### Signal wires by layer

Scale: 1 px per um. Two of the layers only.
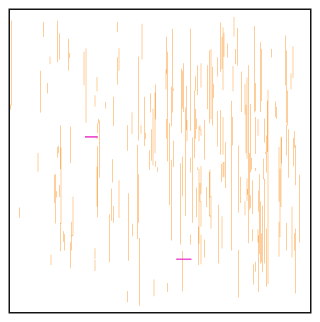
### Clock wiring as the flow saved it

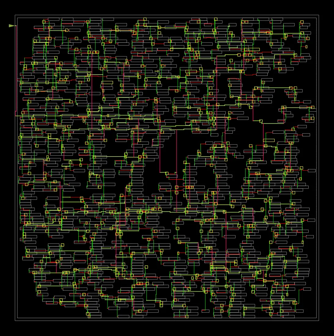
### Metal 4

Scale: 1 px per um.
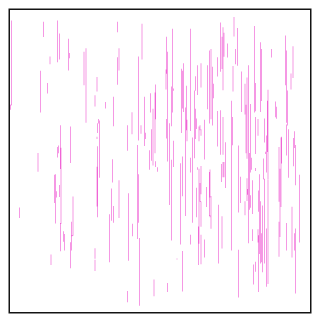
### Ports around the boundary

Scale: 1 px per um. Pins as bars across the die edge, other pins in grey.
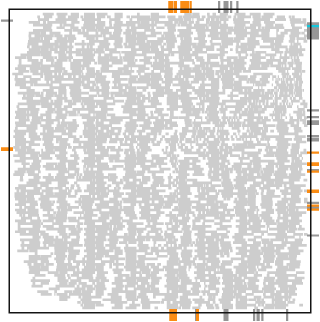
## config.mk

```make
export PLATFORM = sky130hd
export DESIGN_NAME = merge_sort_stream
export DESIGN_NICKNAME = d
export VERILOG_FILES = /design/src/rtl/merge_sort_stream.sv
export SDC_FILE = /design/constraint.sdc
export NUM_CORES = 2
export LEC_CHECK = 0
export CORE_AREA = 2 2 298 300
export CTS_BUF_LIST = sky130_fd_sc_hd__clkbuf_4
export DETAILED_ROUTE_END_ITERATION = 10
export DIE_AREA = 0 0 300 302
export GPL_ROUTABILITY_DRIVEN = 0
export PLACE_DENSITY_LB_ADDON = 0.08
export SYNTH_ARGS = -nofsm -noshare
export SYNTH_HDL_FRONTEND = slang
export SYNTH_SLANG_ARGS = --single-unit
```

## constraint.sdc

```tcl
create_clock -name clk -period 10.29 [get_ports clk]
set_input_delay 1.5435 -clock clk [delete_from_list [all_inputs] [get_ports clk]]
set_output_delay 1.5435 -clock clk [all_outputs]
set_load 0.02 [all_outputs]
```

## src/rtl/merge_sort_stream.sv

```systemverilog
// Streaming bottom-up merge sorter: loads a frame of up to N keys, pads the tail,
// runs LOG2N ping-pong merge passes between two banks, then drains the sorted keys.
module merge_sort_stream #(
   parameter int DW       = 32,
   parameter int LOG2N    = 4,
   parameter int KEY_MODE = 2
) (
   input  logic          clk,
   input  logic          res,
   input  logic          in_valid,
   output logic          in_ready,
   input  logic [DW-1:0] in_data,
   input  logic          in_last,
   input  logic          descending,
   output logic          out_valid,
   input  logic          out_ready,
   output logic [DW-1:0] out_data,
   output logic          out_last,
   output logic          busy
);

   localparam int N  = 1 << LOG2N;
   localparam int AW = LOG2N;
   localparam int CW = LOG2N + 1;
   localparam logic [CW-1:0] N_C       = CW'(N);
   localparam logic [CW-1:0] LAST_PASS = CW'(LOG2N - 1);
   localparam logic [DW-1:0] MSB       = {1'b1, {(DW-1){1'b0}}};
   localparam bit RESULT_IN_B = (LOG2N % 2) == 1;

   // Maps a key onto an unsigned-comparable code; stored data is never altered.
   function automatic logic [DW-1:0] key_xf(input logic [DW-1:0] v);
      if (KEY_MODE == 0) return v;
      else if (KEY_MODE == 1) return v ^ MSB;
      else return v[DW-1] ? ~v : (v ^ MSB);
   endfunction

   function automatic logic [DW-1:0] key_inv(input logic [DW-1:0] t);
      if (KEY_MODE == 0) return t;
      else if (KEY_MODE == 1) return t ^ MSB;
      else return t[DW-1] ? (t ^ MSB) : ~t;
   endfunction

   typedef enum logic [2:0] {
      S_IDLE,
      S_LOAD,
      S_PAD,
      S_MERGE,
      S_DRAIN
   } state_t;

   state_t        state_q, state_d;
   logic [CW-1:0] len_q, len_d;
   logic [CW-1:0] cnt_q, cnt_d;
   logic [CW-1:0] pass_q, pass_d;
   logic [CW-1:0] li_q, li_d;
   logic [CW-1:0] ri_q, ri_d;
   logic          desc_q, desc_d;
   logic          in_ready_q, in_ready_d;
   logic          out_valid_q, out_valid_d;
   logic          out_last_q, out_last_d;
   logic          busy_q, busy_d;
   logic [DW-1:0] out_data_q, out_data_d;

   logic [DW-1:0] bank_a [N];
   logic [DW-1:0] bank_b [N];
   logic          a_we, b_we;
   logic [AW-1:0] wr_addr;
   logic [DW-1:0] wr_data;

   logic [CW-1:0] w, two_w, base;
   logic [AW-1:0] l_addr, r_addr;
   logic [DW-1:0] l_val, r_val, res_val, kl, kr, sentinel;
   logic          take_left;

   // The output slot cnt_q determines which pair of runs is being merged.
   assign w       = CW'(1) << pass_q;
   assign two_w   = w << 1;
   assign base    = cnt_q & ~(two_w - CW'(1));
   assign l_addr  = AW'(base + li_q);
   assign r_addr  = AW'(base + w + ri_q);
   assign l_val   = pass_q[0] ? bank_b[l_addr] : bank_a[l_addr];
   assign r_val   = pass_q[0] ? bank_b[r_addr] : bank_a[r_addr];
   assign res_val = RESULT_IN_B ? bank_b[AW'(cnt_q)] : bank_a[AW'(cnt_q)];

   // Ties take the left run so the merge is stable and tail pads stay behind real keys.
   always_comb begin
      kl        = key_xf(l_val);
      kr        = key_xf(r_val);
      take_left = (ri_q == w) || ((li_q != w) && (desc_q ? (kl >= kr) : (kl <= kr)));
      sentinel  = desc_q ? key_inv('0) : key_inv('1);
   end

   always_comb begin
      state_d     = state_q;
      len_d       = len_q;
      cnt_d       = cnt_q;
      pass_d      = pass_q;
      li_d        = li_q;
      ri_d        = ri_q;
      desc_d      = desc_q;
      in_ready_d  = in_ready_q;
      out_valid_d = out_valid_q;
      out_last_d  = out_last_q;
      out_data_d  = out_data_q;
      a_we        = 1'b0;
      b_we        = 1'b0;
      wr_addr     = '0;
      wr_data     = '0;

      unique case (state_q)
         S_IDLE: begin
            if (in_valid) begin
               a_we    = 1'b1;
               wr_addr = '0;
               wr_data = in_data;
               desc_d  = descending;
               len_d   = CW'(1);
               cnt_d   = CW'(1);
               if (in_last) begin
                  state_d    = S_PAD;
                  in_ready_d = 1'b0;
               end else begin
                  state_d = S_LOAD;
               end
            end
         end
         S_LOAD: begin
            if (in_valid) begin
               a_we    = 1'b1;
               wr_addr = AW'(len_q);
               wr_data = in_data;
               len_d   = len_q + CW'(1);
               cnt_d   = len_q + CW'(1);
               if (len_q + CW'(1) == N_C) begin
                  state_d    = S_MERGE;
                  in_ready_d = 1'b0;
                  cnt_d      = '0;
                  pass_d     = '0;
                  li_d       = '0;
                  ri_d       = '0;
               end else if (in_last) begin
                  state_d    = S_PAD;
                  in_ready_d = 1'b0;
               end
            end
         end
         S_PAD: begin
            a_we    = 1'b1;
            wr_addr = AW'(cnt_q);
            wr_data = sentinel;
            cnt_d   = cnt_q + CW'(1);
            if (cnt_q == N_C - CW'(1)) begin
               state_d = S_MERGE;
               cnt_d   = '0;
               pass_d  = '0;
               li_d    = '0;
               ri_d    = '0;
            end
         end
         S_MERGE: begin
            a_we    = pass_q[0];
            b_we    = !pass_q[0];
            wr_addr = AW'(cnt_q);
            wr_data = take_left ? l_val : r_val;
            if (take_left) li_d = li_q + CW'(1);
            else           ri_d = ri_q + CW'(1);
            if (li_q + ri_q + CW'(1) == two_w) begin
               li_d = '0;
               ri_d = '0;
            end
            cnt_d = cnt_q + CW'(1);
            if (cnt_q == N_C - CW'(1)) begin
               cnt_d  = '0;
               pass_d = pass_q + CW'(1);
               if (pass_q == LAST_PASS) state_d = S_DRAIN;
            end
         end
         S_DRAIN: begin
            if (!out_valid_q) begin
               out_valid_d = 1'b1;
               out_data_d  = res_val;
               out_last_d  = (len_q == CW'(1));
               cnt_d       = CW'(1);
            end else if (out_ready) begin
               if (out_last_q) begin
                  state_d     = S_IDLE;
                  in_ready_d  = 1'b1;
                  out_valid_d = 1'b0;
                  out_last_d  = 1'b0;
                  out_data_d  = '0;
                  len_d       = '0;
                  cnt_d       = '0;
               end else begin
                  out_data_d = res_val;
                  out_last_d = (cnt_q == len_q - CW'(1));
                  cnt_d      = cnt_q + CW'(1);
               end
            end
         end
         default: state_d = S_IDLE;
      endcase

      busy_d = (state_d != S_IDLE);
   end

   always_ff @(posedge clk) begin
      if (res) begin
         state_q     <= S_IDLE;
         len_q       <= '0;
         cnt_q       <= '0;
         pass_q      <= '0;
         li_q        <= '0;
         ri_q        <= '0;
         desc_q      <= 1'b0;
         in_ready_q  <= 1'b1;
         out_valid_q <= 1'b0;
         out_last_q  <= 1'b0;
         out_data_q  <= '0;
         busy_q      <= 1'b0;
      end else begin
         state_q     <= state_d;
         len_q       <= len_d;
         cnt_q       <= cnt_d;
         pass_q      <= pass_d;
         li_q        <= li_d;
         ri_q        <= ri_d;
         desc_q      <= desc_d;
         in_ready_q  <= in_ready_d;
         out_valid_q <= out_valid_d;
         out_last_q  <= out_last_d;
         out_data_q  <= out_data_d;
         busy_q      <= busy_d;
      end
   end

   always_ff @(posedge clk) begin
      if (a_we) bank_a[wr_addr] <= wr_data;
      if (b_we) bank_b[wr_addr] <= wr_data;
   end

   assign in_ready  = in_ready_q;
   assign out_valid = out_valid_q;
   assign out_data  = out_data_q;
   assign out_last  = out_last_q;
   assign busy      = busy_q;

endmodule

```

==> results_slide.txt <==
Implementation Results

Status
  • Status: complete, no violations

Floorplan
  • Tap cell count: 1165
  • Die Footprint: 90600 sq um

Setup path
  • FF-to-FF path depth: 24
  • CP Max Fanout: 32
  • Critical Path Sink Type: flop

Finish
  • Ant diodes: 4
  • Non-clk buf share: between 2 and 2.5%
  • Comb area: roughly 23000 sq um
  • Area grow syn2layout: 10.8%

Logic synthesis
  • Commonest flop: edfxtp_1
  • Post-Syn Instances: 2824
  • EDFF count, synth: 1024
  • Post-Synth XOR/XNOR Area: ~1.5%
  • Mux share: approximately a third

Final timing
  • RSZ-0062 raised after global routing: false
  • Maximum clock rate: ~100 MHz
  • Slew HR: roughly an eighth

GRT
  • Vias in the first global route: around 34k
  • Grt met2 use: between 50% and 60%
  • Grt total ovfl: 0

Clock network
  • Clock transition at path regs: approximately 0.060 ns

Drt
  • Met1 Wirelength: between 50000 and 60000 um

Power
  • Comb pwr: about 4600 uW

Worst hold path
  • Type of the most critical hold path: reg -> reg
Notes on 'Signal wires by layer' above:
- metal 4: orange (wire length 7700 um)
- metal 5: magenta (wire length 24.8 um)

Notes on 'Clock wiring as the flow saved it' above:
Flop Count: 1093
cts bufs inserted: 299
# clk buffers: 416
clk_lat worst skew: 1.22 ns

Notes on 'Metal 4' above:
- wire length on this layer: 7700 um
- main direction: vertical

Notes on 'Ports around the boundary' above:
- out_valid: cyan (pins 1; direction output; edge right)
- in_data: orange (pins 32; direction input; edge 13 top, 9 bottom, 8 right, 2 left)
- all pins by edge: 33 right, 20 top, 18 bottom, 3 left

## worst max-delay path: stages (launching register included)
cell and delay, ns:
dfxtp_1 0.41, nor3_1 0.39, nand2_1 0.23, ha_1 0.33, and2_1 0.16, inv_1 0.07, fa_1 0.48, fa_4 0.45
xor2_1 0.17, xnor3_2 0.32, xnor2_4 0.61, mux4_2 0.59, mux4_2 0.47, mux2_2 0.61, xor2_1 0.30, ha_1 0.36
nand4_1 0.26, or4_1 0.61, nor4_1 0.43, a311o_1 0.20, a21oi_1 0.04, mux2i_1 0.47, nand2_4 0.42, mux2i_1 0.28
a221o_1 0.89
## placed cells by master, fill, tap and decap left out, types with 6 or more instances in the layout
| master | n |
|---|---|
| edfxtp_1 | 1024 |
| mux4_2 | 800 |
| clkbuf_4 | 416 |
| mux2i_1 | 95 |
| nor2_1 | 83 |
| clkdlybuf4s50_1 | 72 |
| buf_4 | 72 |
| xor2_1 | 67 |
| dfxtp_1 | 63 |
| clkinv_1 | 60 |
| ha_1 | 48 |
| a22oi_1 | 38 |
| a21oi_1 | 37 |
| nand2_1 | 35 |
| nor2_4 | 35 |
| inv_1 | 26 |
| xnor2_1 | 21 |
| nand3_1 | 21 |
| a221o_2 | 21 |
| a21o_1 | 19 |
| o21ai_0 | 16 |
| clkinv_2 | 13 |
| buf_12 | 13 |
| nand4_1 | 12 |
| a31oi_1 | 12 |
| nand2b_1 | 11 |
| nor3_1 | 10 |
| a221o_1 | 10 |
| or3_1 | 8 |
| and2_1 | 7 |
| inv_2 | 7 |
| bufinv_16 | 6 |
## flip-flops by register name, summed over array words and instances, names as in the netlist, 3 cells and up, named ones only
signal    flops
bank_b      512
out_data     32
pass_q        5
state_q       3
bank_a      512
ri_q          5
li_q          5
cnt_q         5
len_q         5
Power and IR drop assume default switching activity.
